## config.mk

```make
export PLATFORM = sky130hd
export DESIGN_NAME = fetch_unit
export DESIGN_NICKNAME = d
export VERILOG_FILES = /design/src/rtl/fetch_unit.sv
export SDC_FILE = /design/constraint.sdc
export NUM_CORES = 1
export LEC_CHECK = 0
export CORE_MARGIN = 10
export CORE_UTILIZATION = 48
export DETAILED_ROUTE_END_ITERATION = 16
export PLACE_DENSITY = 0.81
export SYNTH_ARGS = -nofsm -noshare
export SYNTH_HDL_FRONTEND = slang
export SYNTH_SLANG_ARGS = --single-unit
```

## constraint.sdc

```tcl
create_clock -name clk -period 3.35 [get_ports clk]
set_clock_uncertainty 0.15 [all_clocks]
set_input_delay 1.005 -clock clk [delete_from_list [all_inputs] [get_ports clk]]
set_output_delay 1.005 -clock clk [all_outputs]
set_load 0.03 [all_outputs]
```

## src/rtl/fetch_unit.sv

```systemverilog
// Program counter and instruction fetch stage feeding decode.
// Registers the combinational ROM word with its PC; handles redirects, stall and halt.
module fetch_unit #(
    parameter int                    ADDR_W     = 8,
    parameter int                    INSTR_W    = 9,
    parameter logic [ADDR_W-1:0]     RESET_PC   = 8'd0,
    parameter logic [INSTR_W-1:0]    HALT_INSTR = 9'b0111_00_010,
    parameter int                    CNT_W      = 16
) (
    input  logic               clk,
    input  logic               rst_n,
    input  logic               start,
    input  logic               stall,
    input  logic               branch_taken,
    input  logic [ADDR_W-1:0]  branch_off,
    input  logic               jump_taken,
    input  logic [ADDR_W-1:0]  jump_target,
    output logic [ADDR_W-1:0]  rom_addr,
    input  logic [INSTR_W-1:0] rom_instr,
    output logic [INSTR_W-1:0] instr_q,
    output logic [ADDR_W-1:0]  instr_pc,
    output logic               instr_valid,
    output logic               halted,
    output logic [CNT_W-1:0]   instr_count
);

    localparam logic [1:0] S_IDLE   = 2'd0;
    localparam logic [1:0] S_RUN    = 2'd1;
    localparam logic [1:0] S_HALTED = 2'd2;

    logic [1:0]         r_state;
    logic [ADDR_W-1:0]  r_pc;
    logic [INSTR_W-1:0] r_instr;
    logic [ADDR_W-1:0]  r_instr_pc;
    logic               r_valid;
    logic               r_halted;
    logic [CNT_W-1:0]   r_count;

    logic               w_jump;
    logic               w_branch;
    logic               w_halt;
    logic               w_accept;
    logic [ADDR_W-1:0]  w_br_target;

    // Redirects only mean something for a live instruction in instr_q.
    assign w_jump      = r_valid & jump_taken;
    assign w_branch    = r_valid & branch_taken & ~jump_taken;
    assign w_halt      = r_valid & (r_instr == HALT_INSTR);
    assign w_accept    = r_valid & ~jump_taken & ~branch_taken;
    assign w_br_target = r_instr_pc + branch_off;

    always_ff @(posedge clk) begin
        if (!rst_n) begin
            r_state    <= S_IDLE;
            r_pc       <= RESET_PC;
            r_instr    <= '0;
            r_instr_pc <= '0;
            r_valid    <= 1'b0;
            r_halted   <= 1'b0;
            r_count    <= '0;
        end else begin
            case (r_state)
                S_IDLE, S_HALTED: begin
                    r_valid <= 1'b0;
                    if (start) begin
                        r_state  <= S_RUN;
                        r_pc     <= RESET_PC;
                        r_count  <= '0;
                        r_halted <= 1'b0;
                    end
                end
                S_RUN: begin
                    if (!stall) begin
                        if (w_accept) begin
                            r_count <= r_count + CNT_W'(1);
                        end
                        if (w_jump) begin
                            r_pc    <= jump_target;
                            r_valid <= 1'b0;
                        end else if (w_branch) begin
                            r_pc    <= w_br_target;
                            r_valid <= 1'b0;
                        end else if (w_halt) begin
                            r_state  <= S_HALTED;
                            r_halted <= 1'b1;
                            r_valid  <= 1'b0;
                        end else begin
                            r_instr    <= rom_instr;
                            r_instr_pc <= r_pc;
                            r_valid    <= 1'b1;
                            r_pc       <= r_pc + ADDR_W'(1);
                        end
                    end
                end
                default: begin
                    r_state <= S_IDLE;
                    r_valid <= 1'b0;
                end
            endcase
        end
    end

    assign rom_addr    = r_pc;
    assign instr_q     = r_instr;
    assign instr_pc    = r_instr_pc;
    assign instr_valid = r_valid;
    assign halted      = r_halted;
    assign instr_count = r_count;

endmodule

```

**Run 1: cell density map**

9 x 9 tiles, from white (low) to dark blue (high), 0 to 100% covered.
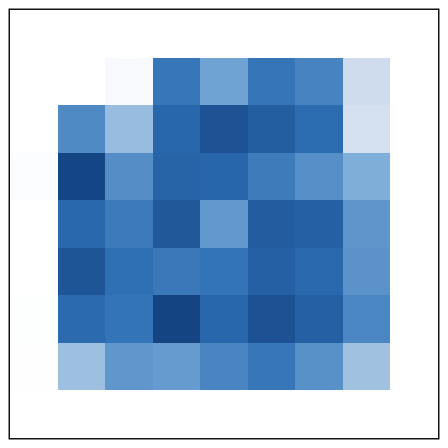
fullest tile: 92%
tiles over 75% full: 24%
emptiest ninth of the die: north-west
mean over tiles: 40%
Util after Layout: 0.6828
Core Area: 5140 sq um
fp_density: 0.4993

**Run 1: metal 2**

Cells faint in the background.
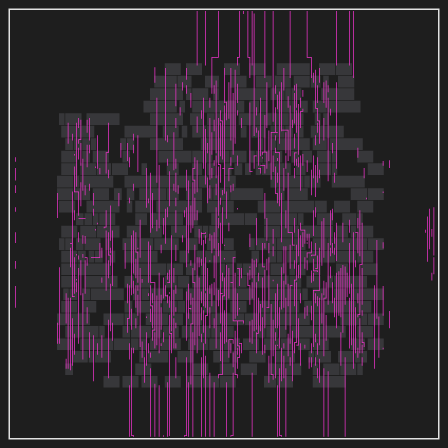
nets with wire on the layer: 360
longest straight run: 30.6 microns
wire length on this layer: 3420 microns
main direction: vertical
via count: 2536
post-detailed-routing wire length: 7.314 mm

**Run 1: register map, names as in the netlist**

Other sequential cells in the stronger gray, the rest of the logic in the fainter gray.
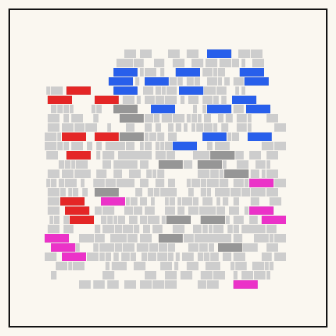
legend:
  instr_pc:
    color: magenta
    placed_flops: 8
  instr_q:
    color: red
    placed_flops: 9
  instr_count:
    color: blue
    placed_flops: 16
not colored: 12
fraction of area in registers: 0.2567
FF+latch area: 900.9 sq um
Seq. pwr: 0.558 mW

**Run 1: cell outlines without signal wires**

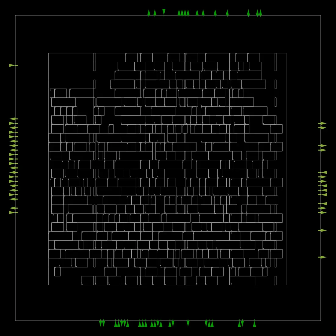
post-route insts no fill: 450
fillers: 459
row cnt: 26
Tap Count: 70
flop count: 45

==> results.txt, run 1 <==
Max VDD drop: 0.2813 mV
Arr. time, crit path: 3.26 ns
Chip height: 93.12 microns
Number of library cell types mapped by synthesis: 57
Actual slew at the worst max-slew pin: 0.6963 ns
Fin crit share: 0.9392
# Post-CTS Setup Buffers: 0
CTS Buf Count: 5
Status: finished, final reports clean
Worst EP required: 3.46 ns
Gpl congestion: 0.9037
Final hold slack: 0.3168 ns
Antenna violations before repair: 0
Area of the mapped netlist: 2566 sq um
Final worst setup slack: 0.2037 ns
Clock root cell: clkbuf_8
Power Density: 328.3 nW/um^2
Design area: 3510 sq um
Ports: 74
Comb. cell area: 1608 sq um
First-pass GRT wire length: 12.19 mm
Final setup fails: 0
Setup crit start: branch_off[0]
Layout area overhead: 36.76%
R2R Path Start: instr_valid
AND-OR/OR-AND Cells, Area Fraction: 0.1858
Die W: 93.12 microns
XOR Share, Synth: 0.06826
Max-Cap Viols: 0
Post-synth seq share: 0.3510
Share of layout cells above drive strength 1: 0.06316
Minimum clock period: 3.146 ns
Yosys simple share: 0.2711
Clk sinks: 45
Number of nets in the layout: 420
Placed inst area: 3398 sq um
DR vias/cell: 5.636
Inverter count: 1
Hold Path Class: flop to flop
Clock transition at the registers of the reported paths: 0.09 ns
Asr flop ratio synth: 0
Clk latency late pin: 0.31 ns
Cell area leaders: dfxtp_1 (35%), nand2_1 (6.0%), nand3_1 (5.3%)
Clock buffers: 6
Total negative slack: 0 ns
Syn avg cell area: 8.359 sq um
Synth mux share: 0.04486
Critical path fanouts, max: 3
Residual DRC: 0
Yosys chip area: 2566 sq um
R2r setup slk: 0.85 ns
Top FF cell, synth: dfxtp_1
Tool warnings: 26
Leakage: 1.250 nW
Cell taking the most area after synthesis: dfxtp_1
Largest net degree at the start of global routing: 29
Synth warn: 0
Number of global-route vias before repair: 2438
WHS Endpoint: instr_q[6]
Clock Tree Buf Depth: 2
Comb/total area: 0.4581
Ys cells: 307
Worst reg2reg path depth: 5
End of the critical path: rom_addr[6]
Max transition margin: 0.5348
Die area: 8671 sq um
HP Start: instr_q[6]
Final hold vios: 0
TritonCTS clock tree: done
Placed Cells: 442
# hold bufs at CTS: 0
R2R Path End: instr_count[7]
Flops after synth: 45
Syn Inst Count: 307
Pre-antenna DRT Iters: 4
1st-iter DRT viols: 148
CP endpoint kind: flop
Final non-clock buffer share: 0.2275
Dominant kind of cell: logic gates
PortBufs: 73
Clock-cell share of area: 0.03173
Slew Limit Fails: 0
Non-clock buffer total of the final layout: 82
Commonest Layout Cell: clkdlybuf4s50_1
Hold Path Depth: 2
-- run 1: worst max-delay path, stage by stage --
cell and delay, ns:
clkdlybuf4s50_1 0.42, ha_1 0.24, fa_1 0.43, a211oi_1 0.25, nor2_1 0.11, mux2i_1 0.13
a2111oi_0 0.46, a31o_1 0.21
-- run 1: power by group --
group / switching (mW) / internal [mW] / total (mW) / leakage (nW)
Combinational: 0.0976 / 0.0840 / 0.182 / 0.830
Clock: 0.189 / 0.224 / 0.413 / 0.0554
Sequential: 0.0126 / 0.545 / 0.558 / 0.364
Total: 0.299 / 0.853 / 1.15 / 1.25
-- run 1: synthesized netlist by cell type, types with 3 or more instances --
master,count
dfxtp_1,45
nand2_1,41
nand3_1,27
nor2_1,22
clkbuf_1,12
nor3_1,11
o21ai_1,11
xnor2_1,11
mux2i_1,10
ha_1,9
o21ai_0,9
xor2_1,9
a211oi_1,6
nand4_1,6
a31o_1,4
and3_1,4
or3_1,4
a21boi_0,3
a21boi_1,3
buf_1,3
nand2b_1,3
nor4_1,3
o2111ai_1,3
o31ai_1,3
-- run 1: metal layers --
layer  GRT usage  up-vias  share of wire
met2      0.2751       64           0.47
met3     0.06235       10          0.073
li1            -     1269              -
met1      0.2084     1193           0.44
met4     0.06041        0          0.015
met5           0        -              0
-- run 1: state kept, by name (all words and copies together), names as in the netlist --
| name | flops |
|---|---|
| instr_count | 16 |
| rom_addr | 8 |
| r_state | 2 |
| instr_valid | 1 |
| halted | 1 |
| instr_q | 9 |
| instr_pc | 8 |
-- run 1: kinds of logic after synthesis --
group,after synthesis
adder cells (fa/ha/maj),10
AND-OR/OR-AND,65
buffers and inverters,18
AND/OR/NAND/NOR,138
flip-flops,45
XOR/XNOR,20
multiplexers,11
==> run 2, diff against run 1 <==
--- a/config.mk
+++ b/config.mk
@@ -5,9 +5,11 @@
 export SDC_FILE = /design/constraint.sdc
 export NUM_CORES = 1
 export LEC_CHECK = 0
+export CORE_ASPECT_RATIO = 1.2
 export CORE_MARGIN = 10
 export CORE_UTILIZATION = 48
 export DETAILED_ROUTE_END_ITERATION = 16
+export HOLD_SLACK_MARGIN = 0.06
 export PLACE_DENSITY = 0.81
 export SYNTH_ARGS = -nofsm -noshare
 export SYNTH_HDL_FRONTEND = slang
==> constraint.sdc (replaced) <==
create_clock -name clk -period 3.6 [get_ports clk]
set_clock_uncertainty 0.15 [all_clocks]
set_input_delay 1.08 -clock clk [delete_from_list [all_inputs] [get_ports clk]]
set_output_delay 1.08 -clock clk [all_outputs]
set_load 0.03 [all_outputs]
==> results.txt, run 2 <==
HP Start: instr_q[7]
Layout area overhead: 34.08%
First-pass GRT wire length: 12.19 mm (unchanged)
WL met1: 3.076 mm (-5.4%)
Gpl congestion: 0.9072 (+0.39%)
Slew Limit Fails: 0 (unchanged)
End of the critical path: rom_addr[6]
Final worst setup slack: 0.5573 ns (+0.3536 ns)
R2r setup slk: 1.16 ns (+0.31 ns)
Clk latency late pin: 0.31 ns (about the same)
Clock Tree Buf Depth: 2 (unchanged)
Seq. pwr: 0.519 mW (-7.0%)
Power Density: 294.1 nW/um^2 (-10%)
Synth warn: 0 (unchanged)
PortBufs: 73 (unchanged)
Grt met3 use: 0.07455 (+0.01220)
Area of the mapped netlist: 2566 sq um (unchanged)
Number of nets in the layout: 415 (-1.2%)
Clk sinks: 45 (unchanged)
Tool warnings: 26 (unchanged)
Comb pwr share: 0.163 (+0.005)
Sw Share: 0.2888 (+0.02889)
Clock group: 0.328 mW (-21%)
Die area: 8683 sq um (+0.13%)
Pint: 0.7198 mW (-16%)
Post-synth seq share: 0.3510 (unchanged)
Number of library cell types mapped by synthesis: 57 (unchanged)
Critical path fanouts, max: 3 (unchanged)
Share of layout cells above drive strength 1: 0.05333 (-0.009825)
GR Util met1: 0.1987 (-0.009690)
Comb. cell area: 1608 sq um (unchanged)
Max VDD drop: 0.1941 mV (-31%)
Syn avg cell area: 8.359 sq um (unchanged)
Ports: 74 (unchanged)
Max transition margin: 0.4864 (-0.04842)
Setup crit start: branch_off[0]
Number of global-route vias before repair: 2535 (+4.0%)
Busiest grt layer: met2
Reg power frac: 0.513 (+0.029)
FF+latch area: 900.9 sq um (unchanged)
Switch Pwr: 0.2923 mW (-2.4%)
Status: finished, final reports clean
Cell area leaders: dfxtp_1 (35%), nand2_1 (6.0%), nand3_1 (5.3%)
R2R Path End: instr_count[11]
CP endpoint kind: flop
Top FF cell, synth: dfxtp_1
Hold Path Class: flop to flop
Yosys chip area: 2566 sq um (unchanged)
Post-detailed-routing wire length: 7.311 mm (about the same)
Residual DRC: 0 (unchanged)
Arr. time, crit path: 3.15 ns (-0.11 ns)
Largest power group: sequential cells
Actual slew at the worst max-slew pin: 0.7688 ns (+0.07249 ns)
Commonest Layout Cell: clkdlybuf4s50_1
Total negative slack: 0 ns (unchanged)
Syn Inst Count: 307 (unchanged)
Wire length on met2: 3.461 mm (+1.3%)
Leakage: 1.214 nW (-2.8%)
Final hold vios: 0 (unchanged)
DR WL met3: 673 microns (+26%)
Max-Cap Viols: 0 (unchanged)
Die W: 86.75 microns (-6.8%)
Ys cells: 307 (unchanged)
Clock root cell: clkbuf_8
P_comb: 0.165 mW (-9%)
CTS Buf Count: 5 (unchanged)
Chip height: 100.1 microns (+7.5%)
## run 2: worst min-delay path by stage
| stage | to | slack [ns] | cells after the start |
|---|---|---|---|
| 6_report | instr_q[7] | 0.32 | 2 |
| 5_1_grt | instr_q[8] | 0.34 | 2 |
| 4_1_cts | instr_q[1] | 0.33 | 2 |
| 3_5_place_dp | instr_q[1] | 0.31 | 2 |
| 3_3_place_gp | instr_q[0] | 0.30 | 2 |
| 2_1_floorplan | r_state[1] | 0.42 | 2 |
## run 2: cell type report
type / count / share of cell area
Multi-Input combinational cell: 244 / 0.4673
Sequential cell: 45 / 0.2618
Timing Repair Buffer: 77 / 0.2211
Tap cell: 62 / 0.02255
Clock buffer: 5 / 0.02000
Clock inverter: 3 / 0.006182
Inverter: 1 / 0.001091
## run 2: per-stage QoR
| stage | power [mW] | hold WS [ns] | instance area (sq um) | std cells |
|---|---|---|---|---|
| 4_1_cts | 1.019 | 0.3257 | 3441 | 437 |
| 5_1_grt | 1.055 | 0.3384 | 3441 | 437 |
| 3_5_place_dp | 0.6957 | 0.3135 | 3351 | 429 |
| 3_3_place_gp | 0.6937 | 0.2979 | 3351 | 429 |
| 2_1_floorplan | 0.6184 | 0.4246 | 2566 | 307 |
| 6_report | 1.012 | 0.3218 | 3441 | 437 |
## run 2: cell families after synthesis
group / share of synthesized area
compound gates: 0.1858
xor+xnor: 0.06826
fa+ha+maj: 0.05168
buf+inv: 0.02730
flops: 0.3510
mux: 0.04486
simple gates: 0.2711
## run 2: critical path, stage by stage
cell and delay [ns]:
clkdlybuf4s50_1 0.41, ha_1 0.24, fa_1 0.42, a211oi_1 0.22, nor2_1 0.11, mux2i_1 0.12
a2111oi_0 0.35, a31o_1 0.19
**Run 2: metal 2**

Cells faint in the background.
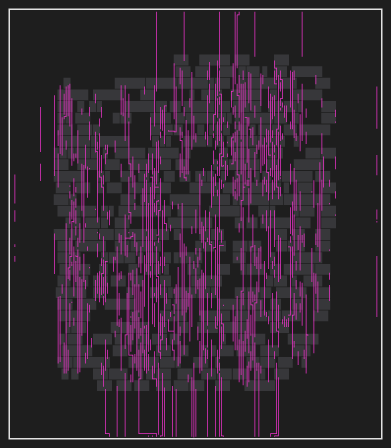
main direction: vertical
longest straight run: 35.0 microns
share of all routed wire: 47%
nets with wire on the layer: 339
wire length on this layer: 3460 microns
met2 Track Usage GR: 0.2770
via count: 2506

**Run 2: cell density map**

9 x 10 tiles, from white (low) to dark blue (high), 0 to 100% covered.
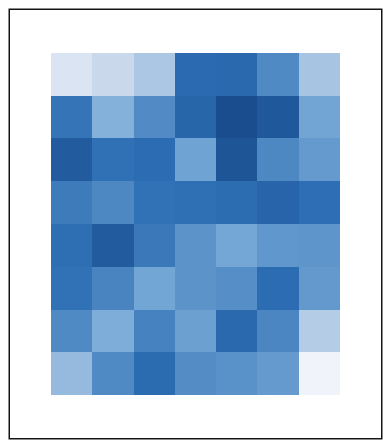
mean over tiles: 39%
tiles over 75% full: 16%
densest ninth of the die: center
nearly empty tiles: 38%
Core Area: 5225 sq um
fp_density: 0.4911
Util after Layout: 0.6585

**Run 2: cell outlines without signal wires**

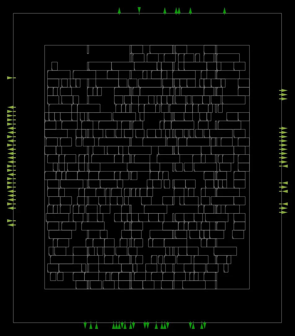
fraction of area in registers: 0.2618
row cnt: 29
post-route insts no fill: 437
fillers: 475

No activity file was given, so power comes from the tool's default toggle rates.
